$ cat src/rtl/uart_dbg_pkg.sv
// Shared types and helpers for the UART debug snapshot path.
//   state_e           : framer state encoding (IDLE, SYNC, DATA, SUM)
//   SYNC_BYTE_DEFAULT : default frame start marker
//   checksum_byte()   : two's-complement of a running byte sum, so that
//                       (sum of data bytes + checksum) mod 256 == 0
package uart_dbg_pkg;

    typedef enum logic [1:0] {
        IDLE = 2'd0,
        SYNC = 2'd1,
        DATA = 2'd2,
        SUM  = 2'd3
    } state_e;

    localparam logic [7:0] SYNC_BYTE_DEFAULT = 8'hA5;

    function automatic logic [7:0] checksum_byte(input logic [7:0] sum);
        return (~sum) + 8'd1;
    endfunction

endpackage

$ cat src/rtl/sync_edge.sv
// Two-flop synchroniser for an asynchronous level, plus a third flop used
// to produce a one-cycle pulse on each synchronised rising edge.
// Ports:
//   clk      : destination clock
//   rst_n    : asynchronous active-low reset (all flops cleared)
//   async_in : asynchronous input level
//   rise     : one-cycle pulse, high when s2 & ~s3
module sync_edge (
    input  logic clk,
    input  logic rst_n,
    input  logic async_in,
    output logic rise
);

    logic s1_q, s2_q, s3_q;
    logic s1_d, s2_d, s3_d;

    always_comb begin
        s1_d = async_in;
        s2_d = s1_q;
        s3_d = s2_q;
    end

    always_ff @(posedge clk or negedge rst_n) begin
        if (!rst_n) begin
            s1_q <= 1'b0;
            s2_q <= 1'b0;
            s3_q <= 1'b0;
        end else begin
            s1_q <= s1_d;
            s2_q <= s2_d;
            s3_q <= s3_d;
        end
    end

    assign rise = s2_q & ~s3_q;

endmodule

$ cat src/rtl/uart_snapshot_packer.sv
// Captures a wide debug snapshot on each rising edge of the CPU step clock
// and serialises it as: SYNC_BYTE, DATA_BYTES data bytes (MSB first), and a
// checksum byte, over a valid/ready byte interface.
// Ports:
//   CLK100MHZ : system clock
//   rst_n     : asynchronous active-low reset
//   trig      : step clock level (asynchronous); rising edge requests a frame
//   snap_in   : snapshot word, top byte is sent first
//   tx_data   : byte to transmitter (held while tx_valid & ~tx_ready)
//   tx_valid  : tx_data valid
//   tx_ready  : transmitter accepts the byte this cycle
//   busy      : a frame is in progress
//   overrun   : sticky, a request arrived while one was already pending
//   frame_cnt : number of completed frames, wraps
module uart_snapshot_packer
    import uart_dbg_pkg::*;
#(
    parameter int         DATA_BYTES = 8,
    parameter logic [7:0] SYNC_BYTE  = SYNC_BYTE_DEFAULT
) (
    input  logic                    CLK100MHZ,
    input  logic                    rst_n,
    input  logic                    trig,
    input  logic [8*DATA_BYTES-1:0] snap_in,
    output logic [7:0]              tx_data,
    output logic                    tx_valid,
    input  logic                    tx_ready,
    output logic                    busy,
    output logic                    overrun,
    output logic [7:0]              frame_cnt
);

    localparam int SNAP_W = 8 * DATA_BYTES;
    localparam int IDX_W  = (DATA_BYTES > 1) ? $clog2(DATA_BYTES) : 1;
    localparam logic [IDX_W-1:0] LAST_IDX = IDX_W'(DATA_BYTES - 1);

    // Byte i of the snapshot, counting from the most significant byte.
    function automatic logic [7:0] byte_at(input logic [SNAP_W-1:0] w,
                                           input logic [IDX_W-1:0]  i);
        logic [SNAP_W-1:0] sh;
        sh = w << (8 * i);
        return sh[SNAP_W-1 -: 8];
    endfunction

    logic trig_rise;

    sync_edge u_trig_sync (
        .clk      (CLK100MHZ),
        .rst_n    (rst_n),
        .async_in (trig),
        .rise     (trig_rise)
    );

    state_e            state_q, state_d;
    logic [IDX_W-1:0]  idx_q, idx_d;
    logic [7:0]        sum_q, sum_d;
    logic [SNAP_W-1:0] shadow_q, shadow_d;
    logic [SNAP_W-1:0] pend_buf_q, pend_buf_d;
    logic              pending_q, pending_d;
    logic [7:0]        tx_data_q, tx_data_d;
    logic              tx_valid_q, tx_valid_d;
    logic              overrun_q, overrun_d;
    logic [7:0]        frame_cnt_q, frame_cnt_d;

    logic       xfer;
    logic       consume_now;
    logic [7:0] next_sum;

    always_comb begin
        state_d     = state_q;
        idx_d       = idx_q;
        sum_d       = sum_q;
        shadow_d    = shadow_q;
        pend_buf_d  = pend_buf_q;
        pending_d   = pending_q;
        tx_data_d   = tx_data_q;
        tx_valid_d  = tx_valid_q;
        overrun_d   = overrun_q;
        frame_cnt_d = frame_cnt_q;

        xfer     = tx_valid_q & tx_ready;
        next_sum = sum_q + tx_data_q;
        // An edge landing on the final checksum transfer with nothing pending
        // starts the next frame directly instead of going through pend_buf.
        consume_now = (state_q == SUM) && xfer && !pending_q && trig_rise;

        // Outputs are registered, so each branch loads the byte for the
        // state being entered.
        unique case (state_q)
            IDLE: begin
                if (trig_rise) begin
                    shadow_d   = snap_in;
                    sum_d      = 8'd0;
                    idx_d      = '0;
                    state_d    = SYNC;
                    tx_valid_d = 1'b1;
                    tx_data_d  = SYNC_BYTE;
                end
            end
            SYNC: begin
                if (xfer) begin
                    state_d   = DATA;
                    idx_d     = '0;
                    tx_data_d = byte_at(shadow_q, '0);
                end
            end
            DATA: begin
                if (xfer) begin
                    sum_d = next_sum;
                    if (idx_q == LAST_IDX) begin
                        state_d   = SUM;
                        tx_data_d = checksum_byte(next_sum);
                    end else begin
                        idx_d     = idx_q + 1'b1;
                        tx_data_d = byte_at(shadow_q, idx_q + 1'b1);
                    end
                end
            end
            SUM: begin
                if (xfer) begin
                    frame_cnt_d = frame_cnt_q + 8'd1;
                    if (pending_q || trig_rise) begin
                        shadow_d   = pending_q ? pend_buf_q : snap_in;
                        pending_d  = 1'b0;
                        sum_d      = 8'd0;
                        idx_d      = '0;
                        state_d    = SYNC;
                        tx_data_d  = SYNC_BYTE;
                    end else begin
                        state_d    = IDLE;
                        tx_valid_d = 1'b0;
                        tx_data_d  = 8'd0;
                    end
                end
            end
            default: state_d = IDLE;
        endcase

        // Requests while a frame is running: one slot of buffering, then drop.
        if (trig_rise && (state_q != IDLE) && !consume_now) begin
            if (!pending_q) begin
                pend_buf_d = snap_in;
                pending_d  = 1'b1;
            end else begin
                overrun_d  = 1'b1;
            end
        end
    end

    always_ff @(posedge CLK100MHZ or negedge rst_n) begin
        if (!rst_n) begin
            state_q     <= IDLE;
            idx_q       <= '0;
            sum_q       <= 8'd0;
            shadow_q    <= '0;
            pend_buf_q  <= '0;
            pending_q   <= 1'b0;
            tx_data_q   <= 8'd0;
            tx_valid_q  <= 1'b0;
            overrun_q   <= 1'b0;
            frame_cnt_q <= 8'd0;
        end else begin
            state_q     <= state_d;
            idx_q       <= idx_d;
            sum_q       <= sum_d;
            shadow_q    <= shadow_d;
            pend_buf_q  <= pend_buf_d;
            pending_q   <= pending_d;
            tx_data_q   <= tx_data_d;
            tx_valid_q  <= tx_valid_d;
            overrun_q   <= overrun_d;
            frame_cnt_q <= frame_cnt_d;
        end
    end

    assign tx_data   = tx_data_q;
    assign tx_valid  = tx_valid_q;
    assign busy      = (state_q != IDLE);
    assign overrun   = overrun_q;
    assign frame_cnt = frame_cnt_q;

endmodule
$ cat config.mk
export PLATFORM = sky130hd
export DESIGN_NAME = uart_snapshot_packer
export DESIGN_NICKNAME = d
export VERILOG_FILES = /design/src/rtl/uart_dbg_pkg.sv /design/src/rtl/sync_edge.sv /design/src/rtl/uart_snapshot_packer.sv
export SDC_FILE = /design/constraint.sdc
export NUM_CORES = 1
export LEC_CHECK = 0
export CORE_ASPECT_RATIO = 0.75
export CORE_MARGIN = 4
export CORE_UTILIZATION = 61
export DETAILED_ROUTE_END_ITERATION = 10
export PLACE_DENSITY = 0.93
export SYNTH_ARGS = -nofsm -noshare
export SYNTH_HDL_FRONTEND = slang
export SYNTH_SLANG_ARGS = --single-unit
$ cat constraint.sdc
create_clock -name CLK100MHZ -period 5.3 [get_ports CLK100MHZ]
set_clock_uncertainty 0.2 [all_clocks]
set_input_delay 0.795 -clock CLK100MHZ [delete_from_list [all_inputs] [get_ports CLK100MHZ]]
set_output_delay 0.795 -clock CLK100MHZ [all_outputs]
set_load 0.03 [all_outputs]
**Run 1: zoomed window**

Scale bar: 5 µm. Region (61, 66) to (81, 86) µm. Cells in gray, sequential cells in the stronger gray; small squares are vias.
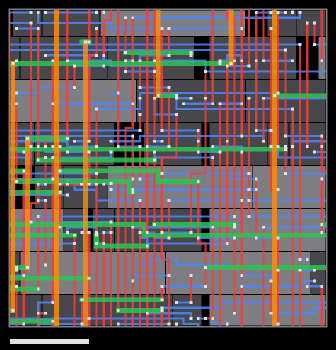
Key: metal 1 = blue; metal 3 = green; metal 4 = orange; metal 2 = red
Netlist names of flops here include shadow_q (5), pend_buf_q (3). 34 logic cells have their middle in the window. Sequential cells in the window: 8. Most frequent: nor2_1 (8), dfrtp_1 (8).

**Run 1: clock routing**

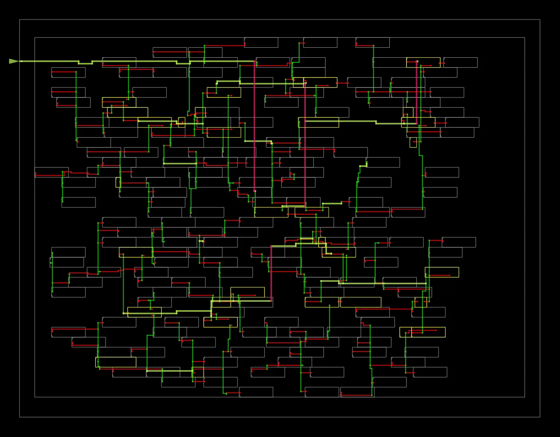
worst skew pair latency: 430 ps
clkbuf count: 19
clk sinks: 163
Clk power: 1.31 mW
sequential cell count of the final layout: 163

**Run 1: routed metal per tile**

28 x 22 tiles, from white (low) to dark blue (high), scaled to the fullest tile. Values are wire area over tile area, all layers added.
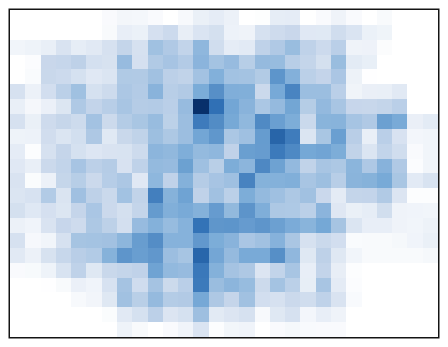
16% of the tiles are nearly empty. 8.9% of the tiles are over half the peak. The emptiest ninth of the die: bottom right. The densest ninth of the die: middle. The fullest tile reaches 0.90. The mean over all tiles is 0.22.
DRT Wirelength: 20,100 µm
number of vias in the routed layout: 5,893
DR WL/cell: 21.8 µm

==> notes.md, run 1 <==
Latest figures from synthesis and place and route.

The vertical die dimension is 108 µm. Max-slew check failures listed in the final report amount to 0. The basic-gate share of the synthesized area counting and, or, nand and nor cells is 0.0817. The setup TNS is 0 ps. The met2 track demand over resource in global routing is 0.445. According to the dpl log, the detail-placed design has an HPWL of 12,800 µm.

Per the log, the first TritonRoute iteration ended with a DRC count of 661. The sort of element at the start of the critical path is a flip-flop. The die boundary width is 142 µm.

Detailed routing placed a total of 1430 µm of wire on met3. The fraction of area in clock buffers and inverters is 0.0647. After detailed routing, the number of vias per cell comes to 6.38. For this run, the register share of the synthesized area comes to 0.499. The share of the synthesized netlist area taken by xor and xnor gates is 0.0161.

The fraction of final cell area spent on non-clock buffers in this run is 0.0928. The timing report gives the biggest stage delay along the critical path as 680 ps. The kind of end point of the critical path is a flip-flop. Ranking logic cells in the layout by count gives the top entries sky130_fd_sc_hd__dfrtp_1 (163), sky130_fd_sc_hd__clkdlybuf4s50_1 (85), sky130_fd_sc_hd__nor2_1 (84). The via count of the first global-routing pass is 6,192. The number of antenna violations at the first check in global routing was 0. The highest achievable clock rate is 312 MHz.

The final-report hold violation count is 0. The number of enable-type register cells in the synthesized netlist is 0. The initial utilization of the core area, before any placement, comes to 0.626. Of the combinational cells, the family taking the most area is multiplexers. Buffers added to address setup during post-CTS repair amount to 0.

In this design, the largest share of critical-path delay is due to simple AND/OR/NAND/NOR gates. In the power breakdown, the biggest contributor is combinational logic. Setup repair after global routing left no endpoint under its margin.

The most used flip-flop cell after synthesis is sky130_fd_sc_hd__dfrtp_1. The switching portion of total power comes to 0.390. The synthesized netlist contains 52 unique library cells. The number of gates resized after CTS was 0. Per STA, the worst path is made up of ha_1 > and3_1 > or4_4 > buf_4 > mux2_2. The launch point of the critical path was reported as state_q[0].

The multiplexer share of the synthesized area is 0.254. Counting flops and latches in the post-synthesis netlist gives 163. The maximum level of the CTS H-tree is 4. The tool flagged a number of max-cap violations equal to 0. Including well taps, the total number of placed cells is 892. The flow ran to the end, and the final reports show no timing, DRC or antenna violations. The main area contributors are sky130_fd_sc_hd__dfrtp_1 (50%), sky130_fd_sc_hd__mux2_4 (11%), sky130_fd_sc_hd__mux2i_1 (8.3%).

Ranked by total area, the top cell class in this layout is flip-flops and latches. The completed layout was analyzed and its total power is 6.62 mW. Per the GRT congestion report, total overflow comes to 0.

The logic area is 0.00384 mm². Leaving out the clock tree, the finished layout contains a buffer count of 91. Per the timing report, the most critical flop-to-flop path originates at state_q[0]. According to the I/O placement log, the pin count is 87.

The setup slack after placement is 1710 ps. After clock tree synthesis, the clock-pin slew on the worst setup and hold paths is 60 ps. In the global route stage, overall resource usage came out at 0.275. In this run the full chip footprint comes out at 0.0153 mm². In this run the layout overhead on the synthesized area is reported as 18.5%. The filler cell count in the final layout is 746. The clock tree from TritonCTS is built. The placement stage leaves a total instance area of 0.00906 mm². The power report attributes to the sequential group a share of 0.347. The sum of buffers and inverters on the critical path is 1. The fraction of final layout cells with drive strength greater than 1 is 0.179.

The initialized floorplan defines 36 standard-cell rows. The number of antenna cells inserted is 0. Per the layout area report, the sequential fraction of cell area is 0.421. Of the available clock period, the critical path in the final layout requires 0.605. Per the OpenROAD floorplan log, the area of the core is 0.0131 mm². The power in sequential cells is 2.30 mW. The worst register-to-register path has a depth of 5.

The largest net degree at the start of global routing is 117. The area share of the leading cell type in the synthesized netlist is 0.499. The OpenROAD report gives the critical path a data arrival time of 3320 ps.

The average size of a mapped cell is 12.2 µm². The critical path ends at pend_buf_q[46]. The final tally of setup violations is 0. The total clock buffers created by CTS is 17.
**Run 1: gate families picked out**

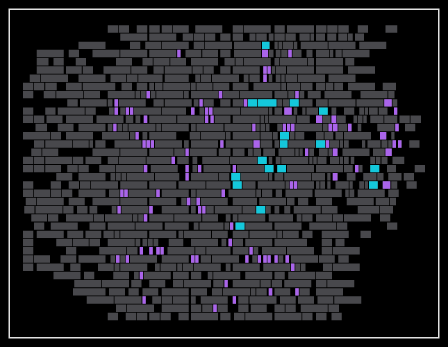

--- run 2 (diff from run 1) ---
--- a/config.mk
+++ b/config.mk
@@ -7,9 +7,9 @@
 export LEC_CHECK = 0
 export CORE_ASPECT_RATIO = 0.75
 export CORE_MARGIN = 4
-export CORE_UTILIZATION = 61
+export CORE_UTILIZATION = 57
 export DETAILED_ROUTE_END_ITERATION = 10
-export PLACE_DENSITY = 0.93
+export PLACE_DENSITY = 0.88
 export SYNTH_ARGS = -nofsm -noshare
 export SYNTH_HDL_FRONTEND = slang
 export SYNTH_SLANG_ARGS = --single-unit
==> constraint.sdc (replaced) <==
create_clock -name CLK100MHZ -period 3.2 [get_ports CLK100MHZ]
set_clock_uncertainty 0.2 [all_clocks]
set_input_delay 0.48 -clock CLK100MHZ [delete_from_list [all_inputs] [get_ports CLK100MHZ]]
set_output_delay 0.48 -clock CLK100MHZ [all_outputs]
set_load 0.03 [all_outputs]
**Run 2: gate families picked out**

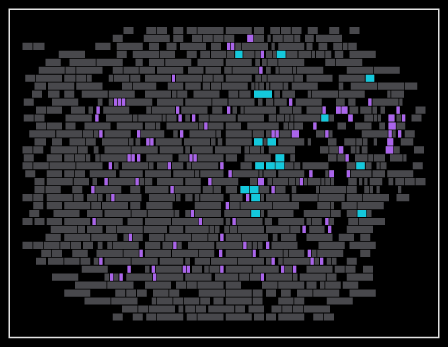
Key: nor cells = purple [cells 96]; non-inverting ao/oa cells = cyan [cells 17]

==> run 2 against run 1 <==
Global-route usage shrank 2.1 points. Utilization shrank 3.4 points. Critical path depth grew 4. Hold slack lost 6.7 ps. Design area grew 1.4%.
==> notes.md, run 2 <==
Latest figures from synthesis and place and route.

The share of the synthesized netlist area taken by xor and xnor gates is 0.0161. The first-iteration detailed-routing DRC count is 634. The area of placed instances is 0.00918 mm². Per the layout area report, the sequential fraction of cell area is 0.415. The overall track demand over capacity in global routing is 0.254. Per STA, the highest per-stage delay on the worst path measures 440 ps.

The number of flip-flops and latches is 163. Per Yosys stat, the portion of area used by sequential elements is 0.499. The data-path buffer share of cell area in the final layout is 0.104.

In the final timing run, aggregate negative setup slack is 0 ps. After floorplanning, the core was sized to cover 0.0139 mm². After synthesis, the mean cell area works out to 12.2 µm². The basic-gate share of the synthesized area counting and, or, nand and nor cells is 0.0817. Setup repair after global routing left no endpoint under its margin. The area share of the leading cell type in the synthesized netlist is 0.499. For this run, the top clock speed supported by timing is 347 MHz. The fraction of area in clock buffers and inverters is 0.0649.

The floorplan step records an initial core utilization of 0.589. Once detailed placement completed, the half-perimeter wirelength came to 13,500 µm. By area, the class that comes first in the final layout consists of flip-flops and latches. Registers take 0.00408 mm².

The capture point of the worst path is tx_data[7]. The number of enable-type register cells in the synthesized netlist is 0. The power report attributes to the sequential group a share of 0.345. The total DRC errors in the routed layout is 0. The overall overflow remaining after global route is 0.

The filler cell count in the final layout is 865. The total count of max-transition violations in the final report is 0. Per the synthesis report, the number of distinct cell types is 52.

The finished design was reported to have a net count of 836. After layout, the buffer instance count without clock buffers stands at 102. The number of cells after detailed placement is 906. The final tally of setup violations is 0. The timing report notes that buffer and inverter cells on the critical path total 0. The cell depth of the worst flop-to-flop path is 9. The inserted tap cell count is 175.

The flip-flop and latch count after synthesis is 163. Per the detail_route report, vias per standard cell equal 6.08. Once the clock tree was built, the resizer swapped 0 gates to a different size. Summed over all nets, wire length on met3 after detailed routing comes to 1360 µm. The script computed the net switching share of total power as 0.377. The worst reg2reg path startpoint is tx_data[0]. The setup slack after placement is 376 ps.

The clock latency on the worst-skew pair is 430 ps. The startpoint of the worst setup timing path is tx_data[0]. The I/O pin count is 87. The sort of element at the start of the critical path is a flip-flop. The power density normalized to cell area is 1120 mW/mm². The fraction of final layout cells with drive strength greater than 1 is 0.188. The clock tree from TritonCTS is built. The run finished with clean final reports. The logic area is 0.00384 mm². The power group with the highest consumption is combinational logic. The chip area is 0.0163 mm². The die is 146 µm wide. The kind of end point of the critical path is a flip-flop. Before antenna repair, the detailed router went through 5 iterations. The post-detailed-routing wire length is 19,800 µm.

The registers of the reported paths see a clock transition of 60 ps. Per report_power, the Sequential row totals 3.80 mW. Looking at the clock tree report, the H-tree level count equals 4.

In this run the worst hold path is classified as reg -> reg. Between the synthesized netlist and the finished layout, the area growth was recorded as 20.2%. Summing every instance area after synthesis gives 0.00818 mm².

The via count of the first global-routing pass is 6,005. The multiplexer share of the synthesized area is 0.254. In the post-synthesis netlist, the biggest area contributors are sky130_fd_sc_hd__dfrtp_1 (50%), sky130_fd_sc_hd__mux2_4 (11%), sky130_fd_sc_hd__mux2i_1 (8.3%). The most used flip-flop cell after synthesis is sky130_fd_sc_hd__dfrtp_1.

The dominant kind of combinational cell is multiplexers. Entering global routing, the biggest net connects 79 pins. The row count is 37. The post-route fraction of the period consumed by the critical path is 0.900. The kind of cell with the highest combined delay on the critical path is AND-OR/OR-AND gates. The vertical die dimension is 112 µm. The data arrival time of the critical path is 3010 ps. The routed layout has 5,695 vias. Total power for the finished layout comes to 11.0 mW. The total number of clock tree sinks is 163.

The routed length per instance is 21.1 µm. The number of antenna violations at the first check in global routing is 0. The registers reported with the highest flop counts are pend_buf_q (64), shadow_q (64).

The final-report hold violation count is 0. In the global route stage, met2 resource usage came out at 0.403. The number of antenna cells inserted is 0. In this run the critical path is formed by ha_1 > fa_1 > a211o_1 > and3_4 > o311ai_2 > nor3_1 > xnor2_1 > nor3_1 > a211oi_1.

The number of violations of the max-capacitance limit is 0.
**Run 2: clock routing**

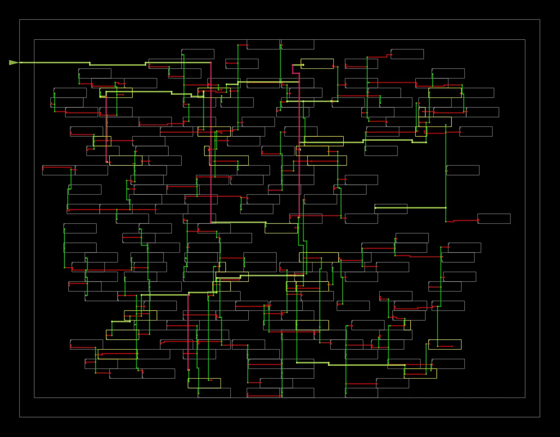
clkbuf count: 20
CTS buffer count: 17
Clk power: 2.23 mW

**Run 2: routed metal per tile**

29 x 22 tiles, from white (low) to dark blue (high), scaled to the fullest tile. Values are wire area over tile area, all layers added.
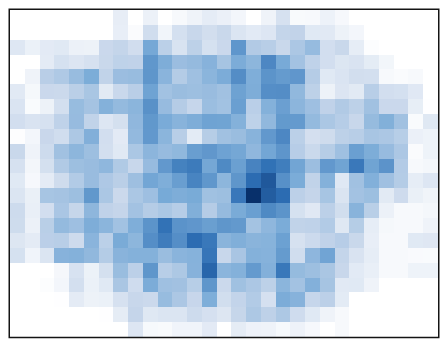

--- run 3 (diff from run 2) ---
--- a/config.mk
+++ b/config.mk
@@ -9,7 +9,7 @@
 export CORE_MARGIN = 4
 export CORE_UTILIZATION = 57
 export DETAILED_ROUTE_END_ITERATION = 10
-export PLACE_DENSITY = 0.88
+export PLACE_DENSITY = 0.84
 export SYNTH_ARGS = -nofsm -noshare
 export SYNTH_HDL_FRONTEND = slang
 export SYNTH_SLANG_ARGS = --single-unit
**Run 3: routed metal per tile**

29 x 22 tiles, from white (low) to dark blue (high), scaled to the fullest tile. Values are wire area over tile area, all layers added.
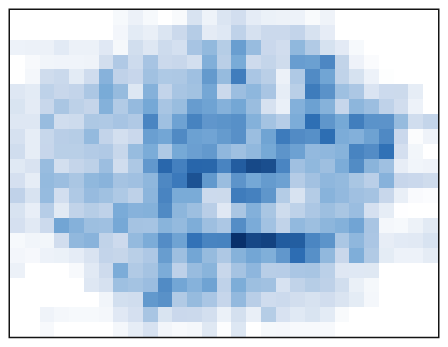
The emptiest ninth of the die: bottom left. The densest ninth of the die: middle. The fullest tile reaches 0.69.
DR WL/cell: 20.5 µm
number of vias in the routed layout: 5,667
GRT Total Usage: 0.241

**Run 3: pin placement**

Scale bar: 50 µm. Pins as bars across the die edge, other pins in gray.
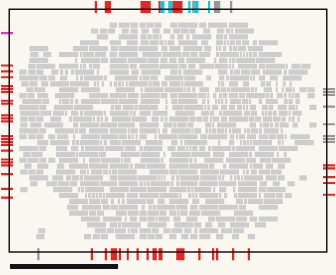
Key: CLK100MHZ = magenta [pins 1, direction input, edge left]; frame_cnt = cyan [pins 8, direction output, edge top]; snap_in = red [pins 64, direction input, edge 22 bottom, 22 left, 15 top, 5 right]
All pins by edge: 28 top, 23 left, 23 bottom, 13 right.
Die Span Y: 112 µm
x dimension of the die: 146 µm
number of port buffers: 86

==> run 3 against run 2 <==
Register-to-register slack got worse by 30 ps. Non-clock buffer count down 1. Highest routed layer unchanged. Hold slack better by 1.6 ps. Largest cell class unchanged.
==> notes.md, run 3 <==
Latest figures from synthesis and place and route.

The run finished with clean final reports. According to the timing report, the critical path is launched from tx_data[0]. The data arrival time of the critical path is 3040 ps.

The uppermost layer routed is met4. Of the total synthesized cell area, the portion taken by XOR and XNOR cells is 0.0161. The kind of cell with the highest combined delay on the critical path is AND-OR/OR-AND gates. The clock network power is 2.13 mW. The total DRC errors in the routed layout is 0. As reported, the later end of the worst-skew pair has a clock insertion delay of 420 ps. TritonCTS built the clock tree. In this run, synthesis inferred 0 flip-flops with an integrated enable. The violation tally recorded at the end of detailed-routing iteration 0 is 556. The worst setup path is launched from a flip-flop. Setup repair after global routing left no endpoint under its margin.

Per the synthesis report, the simple-gate share of the synthesized area is 0.0817. The multiplexer share of the synthesized area is 0.254. The leakage power is 4.65 nW. At the floorplan stage, the core utilization is reported as 0.589.

The power group with the highest consumption is combinational logic. The type recorded for the worst min-delay path is reg -> reg. The I/O pin count is 87.

Averaged over all synthesized cells, the footprint is 12.2 µm². In this run the layout overhead on the synthesized area is reported as 20.4%. The placed instances occupy a cell area of 0.00921 mm². The number of clock buffer instances in the layout is 22. The power density normalized to cell area is 1110 mW/mm². The sum of buffers and inverters on the critical path is 0.

The detailed router reports a met3 wire length of 1460 µm. Per the placement report, the placed cell count is 905. After clock tree synthesis, the repair step resized 0 gates.

By instance count after routing, the leading logic cell type is sky130_fd_sc_hd__dfrtp_1. The weighted congestion at the end of routability-driven global placement is 0.896. The fraction of final layout cells with drive strength greater than 1 is 0.187. In the final layout, the registers with the most flip-flops are pend_buf_q (64), shadow_q (64). The signal on the critical path passes through ha_1 > fa_1 > a211o_1 > and3_4 > o311ai_2 > nor3_1 > xnor2_1 > nor3_1 > a211oi_1. The power report attributes to the sequential group a share of 0.346.

The fraction of the mapped netlist area in compound gates is 0.0895. Measured on the final layout, the clock distribution area share stands at 0.0632. 0 antenna diodes ended up in the layout. Yosys shows that the main logic family after synthesis is multiplexers. The final-report hold violation count is 0. The filler cell count in the final layout is 910. The total count of max-transition violations in the final report is 0. Leaving out the clock tree, the finished layout contains a buffer count of 101. For reference, the top cells by count after synthesis are sky130_fd_sc_hd__dfrtp_1 (163), sky130_fd_sc_hd__nor2_1 (84), sky130_fd_sc_hd__a21oi_1 (71). The number of different library cells used by synthesis comes to 52.

The highest clock rate this design can be run at is 343 MHz. By area the synthesized netlist is led by sky130_fd_sc_hd__dfrtp_1 (50%), sky130_fd_sc_hd__mux2_4 (11%), sky130_fd_sc_hd__mux2i_1 (8.3%). After the last flow step, the layout net total stands at 835. Per Yosys stat, the portion of area used by sequential elements is 0.499. The number of standard cells in the final layout excluding fillers is 938. The number of antenna violations at the first check in global routing was 0.

The number of sequential cells reported for the layout is 163. The post-CTS setup repair buffer count is 0. The area fraction of the largest cell type after synthesis is 0.499. The maximum level of the CTS H-tree is 4. The row count is 37. The end-of-flow timing check tallies setup violations at 0. The setup TNS is 0 ps.

The number of violations of the max-capacitance limit is 0. Once detailed placement completed, the half-perimeter wirelength came to 13,200 µm. Per STA, the endpoint of the critical path is tx_data[7]. Sequential cells consume a total of 3.78 mW. The logic area is 0.00384 mm². The met2 track demand over resource in global routing is 0.384. The cell class with the largest area share is flip-flops and latches. The overall overflow remaining after global route is 0. The CTS clock-pin slew for the worst setup and hold paths is 60 ps.

The sequential cell area in the final layout is 0.00408 mm². The inserted tap cell count is 175. Of all the cell area in the finished design, non-clock buffers hold 0.107. Synthesis inferred 163 register bits. After floorplanning, the die was sized to cover 0.0163 mm². The post-route fraction of the period consumed by the critical path is 0.911. The ratio of routed vias to standard cells is 6.04. Logged for this run, the post-placement worst setup slack is 330 ps. Per STA, the highest per-stage delay on the worst path measures 460 ps.

The overall power of the completed layout is 10.9 mW. The via count of the first global-routing pass is 5,932. The worst reg2reg path startpoint is tx_data[0].

The sequential share of cell area is 0.414.
Power is estimated from default activity; no workload was simulated.
